===== config.mk =====
export PLATFORM = sky130hd
export DESIGN_NAME = dmem_pixel_packer
export DESIGN_NICKNAME = d
export VERILOG_FILES = /design/src/rtl/dmem_pixel_packer.sv
export SDC_FILE = /design/constraint.sdc
export NUM_CORES = 1
export LEC_CHECK = 0
export CAP_MARGIN = 10
export CORE_UTILIZATION = 60
export CTS_CLUSTER_DIAMETER = 120
export DETAILED_ROUTE_END_ITERATION = 8
export GPL_ROUTABILITY_DRIVEN = 0
export PLACE_DENSITY = 0.87
export SYNTH_ARGS = -nofsm -noshare
export SYNTH_HDL_FRONTEND = slang
export SYNTH_SLANG_ARGS = --single-unit

===== constraint.sdc =====
create_clock -name clk -period 4.9 [get_ports clk]
set_input_delay 0.98 -clock clk [delete_from_list [all_inputs] [get_ports clk]]
set_output_delay 0.98 -clock clk [all_outputs]
set_load 0.005 [all_outputs]

===== src/rtl/dmem_pixel_packer.sv =====
// Packs a stream of 8-bit grayscale pixels into 256-bit DMEM words, 32 pixels per word,
// and raises ccd_done toward the CPU once the last word of the frame has been written.
module dmem_pixel_packer #(
  parameter int unsigned NUM_PIXELS = 784,
  parameter logic [6:0]  BASE_ADDR  = 7'd0
) (
  input  logic         clk,
  input  logic         rst_n,
  input  logic         enable,
  input  logic         frame_start,
  input  logic         pxl_valid,
  input  logic [7:0]   pxl_data,
  output logic         ccd_done,
  output logic         dmem_wren,
  output logic [6:0]   dmem_wraddr,
  output logic [255:0] dmem_wrdata,
  output logic [9:0]   pxl_cnt
);

  localparam int unsigned WORD_W = 256;
  localparam int unsigned LANE_W = 5;
  localparam int unsigned ADDR_W = 7;
  localparam int unsigned CNT_W  = 10;
  localparam int unsigned IDX_W  = 13;

  localparam logic [IDX_W-1:0]  LAST_PIX  = IDX_W'(NUM_PIXELS - 1);
  localparam logic [LANE_W-1:0] LAST_LANE = '1;
  localparam logic [CNT_W-1:0]  CNT_MAX   = '1;

  typedef enum logic [1:0] {
    S_IDLE  = 2'd0,
    S_ARMED = 2'd1,
    S_PACK  = 2'd2,
    S_DONE  = 2'd3
  } state_t;

  state_t              r_state;
  state_t              w_state_nxt;

  logic [LANE_W-1:0]   r_lane;
  logic [ADDR_W-1:0]   r_word_idx;
  logic [IDX_W-1:0]    r_pix_idx;
  logic [WORD_W-1:0]   r_pack;
  logic                r_ccd_done;
  logic                r_wren;
  logic [ADDR_W-1:0]   r_wraddr;
  logic [WORD_W-1:0]   r_wrdata;
  logic [CNT_W-1:0]    r_pxl_cnt;

  logic [LANE_W-1:0]   w_lane_nxt;
  logic [ADDR_W-1:0]   w_word_idx_nxt;
  logic [IDX_W-1:0]    w_pix_idx_nxt;
  logic [WORD_W-1:0]   w_pack_nxt;
  logic                w_ccd_done_nxt;
  logic                w_wren_nxt;
  logic [ADDR_W-1:0]   w_wraddr_nxt;
  logic [WORD_W-1:0]   w_wrdata_nxt;
  logic [CNT_W-1:0]    w_pxl_cnt_nxt;

  logic                w_restart;
  logic                w_accept;
  logic                w_last_pix;
  logic                w_word_full;
  logic [WORD_W-1:0]   w_merged;

  // frame_start outranks a coincident pixel; dropping enable outranks both
  assign w_restart   = enable && frame_start && ((r_state == S_ARMED) || (r_state == S_PACK));
  assign w_accept    = enable && !frame_start && pxl_valid && (r_state == S_PACK);
  assign w_last_pix  = w_accept && (r_pix_idx == LAST_PIX);
  assign w_word_full = w_accept && ((r_lane == LAST_LANE) || (r_pix_idx == LAST_PIX));

  // Current pack register with the incoming pixel dropped into its lane
  always_comb begin
    w_merged = r_pack;
    w_merged[{r_lane, 3'b000} +: 8] = pxl_data;
  end

  // State register
  always_ff @(posedge clk or negedge rst_n) begin
    if (!rst_n) begin
      r_state <= S_IDLE;
    end else begin
      r_state <= w_state_nxt;
    end
  end

  // Next-state logic
  always_comb begin
    w_state_nxt = r_state;
    case (r_state)
      S_IDLE: begin
        if (enable) w_state_nxt = S_ARMED;
      end
      S_ARMED: begin
        if (!enable)          w_state_nxt = S_IDLE;
        else if (frame_start) w_state_nxt = S_PACK;
      end
      S_PACK: begin
        if (!enable)          w_state_nxt = S_IDLE;
        else if (frame_start) w_state_nxt = S_PACK;
        else if (w_last_pix)  w_state_nxt = S_DONE;
      end
      S_DONE: begin
        if (!enable) w_state_nxt = S_IDLE;
      end
      default: w_state_nxt = S_IDLE;
    endcase
  end

  // Next values for the datapath and output registers
  always_comb begin
    w_lane_nxt     = r_lane;
    w_word_idx_nxt = r_word_idx;
    w_pix_idx_nxt  = r_pix_idx;
    w_pack_nxt     = r_pack;
    w_pxl_cnt_nxt  = r_pxl_cnt;
    w_wren_nxt     = 1'b0;
    w_wraddr_nxt   = r_wraddr;
    w_wrdata_nxt   = r_wrdata;
    w_ccd_done_nxt = (r_state == S_DONE) && enable;

    if (w_restart) begin
      w_lane_nxt     = '0;
      w_word_idx_nxt = '0;
      w_pix_idx_nxt  = '0;
      w_pack_nxt     = '0;
      w_pxl_cnt_nxt  = '0;
    end else if (w_accept) begin
      w_pix_idx_nxt = r_pix_idx + IDX_W'(1);
      if (r_pxl_cnt != CNT_MAX) w_pxl_cnt_nxt = r_pxl_cnt + CNT_W'(1);
      if (w_word_full) begin
        // Flush the word; the pack register is free for a pixel in the very next cycle
        w_wren_nxt     = 1'b1;
        w_wraddr_nxt   = BASE_ADDR + r_word_idx;
        w_wrdata_nxt   = w_merged;
        w_pack_nxt     = '0;
        w_lane_nxt     = '0;
        w_word_idx_nxt = r_word_idx + ADDR_W'(1);
      end else begin
        w_pack_nxt = w_merged;
        w_lane_nxt = r_lane + LANE_W'(1);
      end
    end
  end

  // Datapath and output registers
  always_ff @(posedge clk or negedge rst_n) begin
    if (!rst_n) begin
      r_lane     <= '0;
      r_word_idx <= '0;
      r_pix_idx  <= '0;
      r_pack     <= '0;
      r_ccd_done <= 1'b0;
      r_wren     <= 1'b0;
      r_wraddr   <= '0;
      r_wrdata   <= '0;
      r_pxl_cnt  <= '0;
    end else begin
      r_lane     <= w_lane_nxt;
      r_word_idx <= w_word_idx_nxt;
      r_pix_idx  <= w_pix_idx_nxt;
      r_pack     <= w_pack_nxt;
      r_ccd_done <= w_ccd_done_nxt;
      r_wren     <= w_wren_nxt;
      r_wraddr   <= w_wraddr_nxt;
      r_wrdata   <= w_wrdata_nxt;
      r_pxl_cnt  <= w_pxl_cnt_nxt;
    end
  end

  assign ccd_done    = r_ccd_done;
  assign dmem_wren   = r_wren;
  assign dmem_wraddr = r_wraddr;
  assign dmem_wrdata = r_wrdata;
  assign pxl_cnt     = r_pxl_cnt;

endmodule


==> impl_metrics.json <==
{
  "outcome": "finished with violations",
  "violations": "DRC",
  "holdBufCountCts": 0,
  "largest_area_cell": "dfrtp_1",
  "ir_worst_vdd_v": 0.000244,
  "edf_count": 0,
  "cts_buffer_depth": 3,
  "clk_pin_slew_ns": 0.06,
  "yosysWarningCount": 0,
  "synth.yosys.num_cells": 2323,
  "nets": 2572,
  "instances_no_fill": 3123,
  "synth.avg_cell_area_um2": 10.8,
  "ff_type": "dfrtp_1",
  "tightest_slew_ns": 1.07,
  "grt_max_degree": 266,
  "dpl_worst_slack_ns": 1.02,
  "final.setup_skew_ns": 0.0181,
  "synth_top_area_share_pct": 55.6,
  "slew_violations": 0,
  "ys_types": 74,
  "leakage_uw": 0.0130,
  "layout_min_cycle_time_ns": 4.00,
  "async_flop_share_pct": 100,
  "fillers": 2746,
  "grt_pass1_wl_um": 110000,
  "timing.slew.headroom_pct": 28.9,
  "rr_worst_depth": 7,
  "grt_usage_pct": 33.4,
  "numSynthFlops": 558,
  "antenna_left": 0,
  "yosysMostFrequentCell": "dfrtp_1",
  "grt_pass1_vias": 19220,
  "dp_cells": 3020,
  "critical_path_class": "reg2reg",
  "yosys-top-cells-count": "dfrtp_1 (558), nand2_1 (391), mux2i_1 (218)",
  "fp-utilization_pct": 61.1,
  "setup_viol": 0,
  "worst_slack_ns": 0.904,
  "critPathCaptureType": "flop",
  "rrSetupSlack_ns": 0.90,
  "die_w_um": 207,
  "ioPinCount": 288,
  "warning_count": 46,
  "cts_setup_buffers": 0,
  "worstPathMaxFanout": 23,
  "clock.fmax_mhz": 250,
  "dpl.hpwl_um": 46600,
  "cts_tree": "done",
  "synthCells": 2323,
  "drive_above_1_share_pct": 7.97,
  "area_leaders": "dfrtp_1 (56%), mux2i_1 (8.7%), nand2_1 (5.8%)",
  "std_cell_rows": 74,
  "whs_ns": 0.444,
  "hold_class": "in2async",
  "yosys_area_um2": 25100,
  "cp.required_ns": 5.35,
  "finalSetupTns_ns": 0,
  "antenna_found_initial": 2,
  "finalHoldViolCount": 0,
  "drtIter0Drc": 2056,
  "cts_resized": 0,
  "dieHeight_um": 207,
  "r2r-end": "dmem_wrdata[75]",
  "drcViolationCount": 36,
  "syn-cell-area_um2": 25100,
  "cts-root-buf": "clkbuf_16",
  "vias_per_cell": 6.33,
  "power_density_nw_per_um2": 327,
  "routedWlPerCell_um": 22.7
}
## cells in the final DEF, fill, tap and decap left out, types with 6 or more instances in the layout
master and instances:
nand2_1 390, a21oi_1 99, nor2_1 177, nand4_1 9
o2bb2ai_1 64, xor2_1 19, clkbuf_16 57, a31oi_1 42
clkbuf_1 8, clkbuf_8 12, nor2b_1 19, inv_1 7
nor2_2 7, buf_4 26, o31ai_2 8, o21ai_2 8
nand3_1 27, a32o_1 48, ha_1 14, and3_1 33
clkinv_2 15, buf_12 6, o21ai_0 165, and2_1 32
mux2i_1 218, o21ai_4 19, o21ai_1 51, clkdlybuf4s50_1 286
nor2_4 6, dfrtp_1 558, a22o_1 64
## sequential cells by signal, indices dropped and copies added (netlist names)
| signal | cells |
|---|---|
| r_pix_idx | 13 |
| r_state | 2 |
| dmem_wrdata | 256 |
| r_lane | 5 |
| pxl_cnt | 10 |
| ccd_done | 1 |
| dmem_wraddr | 7 |
| r_pack | 256 |
| r_word_idx | 7 |
| dmem_wren | 1 |
## per-layer routing
layer	GRT usage [%]	part of all wire, %	vias to the layer above
met3	5.60	8.0	182
met2	52.3	47	996
met5	0	0	-
met1	46.1	41	9927
li1	-	-	8662
met4	15.2	3.9	0
## cells by family after synthesis
kind of cell    synth area share (%)
mux                             8.92
xor+xnor                       0.767
compound gates                  16.7
simple gates                    13.7
fa+ha+maj                      0.697
buf+inv                         3.60
flops                           55.6
## area by class of cell
cell class              instances  area (µm²)  area share (%)
well taps                     532         666            2.22
flip-flops and latches        558       14000            46.7
repair buffers                319        3190            10.7
multi-input cells            1603       10300            34.3
inverters                       8        37.5           0.125
clock inverters                21         165           0.552
diodes                          5        12.5          0.0418
clock buffers                  77        1620            5.42
## report_power, final
part / switching (µW) / leakage [µW] / internal, µW / total (µW)
sequential: 55.1 / 0.00779 / 4650 / 4700
combinational: 634 / 0.00431 / 242 / 876
clock: 1810 / 0.000886 / 2400 / 4210
## per-stage QoR
step	util (%)	total power, µW	area [µm²]
global placement	68.4	5620	28100
CTS	72.8	9800	29900
global route	72.8	10100	29900
floorplan	-	5340	25100
detailed placement	68.4	5650	28100
finish	72.8	9790	29900
## worst max path at each step
stage / from / to / slack (ns) / depth (start not counted)
finish: r_lane[0] / dmem_wrdata[75] / 0.90 / 7
global placement: enable / r_pack[110] / 1.09 / 6
CTS: r_lane[0] / dmem_wrdata[77] / 0.95 / 7
detailed placement: enable / r_pack[117] / 1.02 / 6
global route: r_lane[0] / dmem_wrdata[75] / 0.74 / 7
floorplan: r_lane[0] / dmem_wrdata[230] / 2.37 / 10
## critical path: stages (launching register included)
cell and delay (ns):
dfrtp_1 0.83, inv_1 0.30, ha_1 0.61, or2_2 0.47, o21ai_1 0.40, and3_1 0.70, mux2i_1 0.39, o21ai_0 0.12
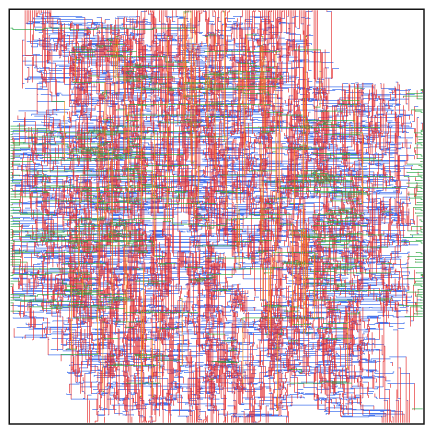
**Above:** signal wires by layer.
Drawn at 2 px/µm.
Key: metal 3 = green [wire length 5630 µm]; metal 4 = orange [wire length 2770 µm]; metal 2 = red [wire length 33.5 mm]; metal 1 = blue [wire length 28.9 mm]

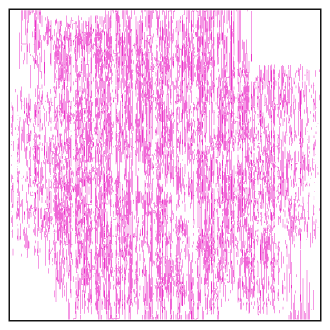
**Above:** the metal 2 layer.
Drawn at 1.5 px/µm.
2268 nets have wire on it. The longest straight run is 52.5 µm. The layer holds 47% of the routed length.
routed wire length: 70800 µm
vias: 19767
M2 GR Usage: 52.3%

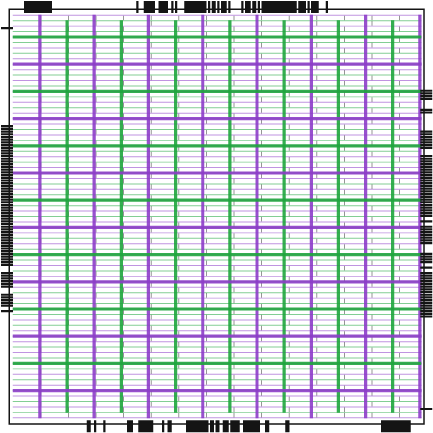
**Above:** supply network.
Drawn at 2 px/µm. Pins as bars on the die edge. Tap cells in gray.
Key: VDD = green; VSS = purple
288 signal pins sit on the boundary. 15 straps on met4. 75 met1 rails follow the rows. The core has 74 rows. 14 straps on met5.

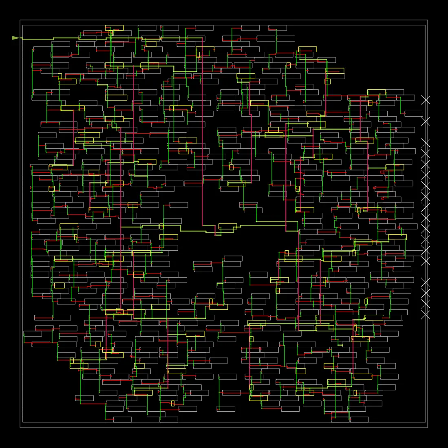
**Above:** the clock network.
clock buffer count: 77
sequential cells: 558
Num Clock Sinks: 558
Inserted Clock Buffers: 55

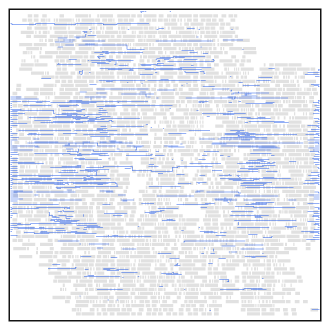
**Above:** M3 wires.
Drawn at 1.5 px/µm. Cells faint in the background.
The wires run mostly horizontal. The layer carries 5630 µm of wire. 417 nets have wire on it.
Global Route met3 Usage: 5.60%

Power and IR drop assume default switching activity.
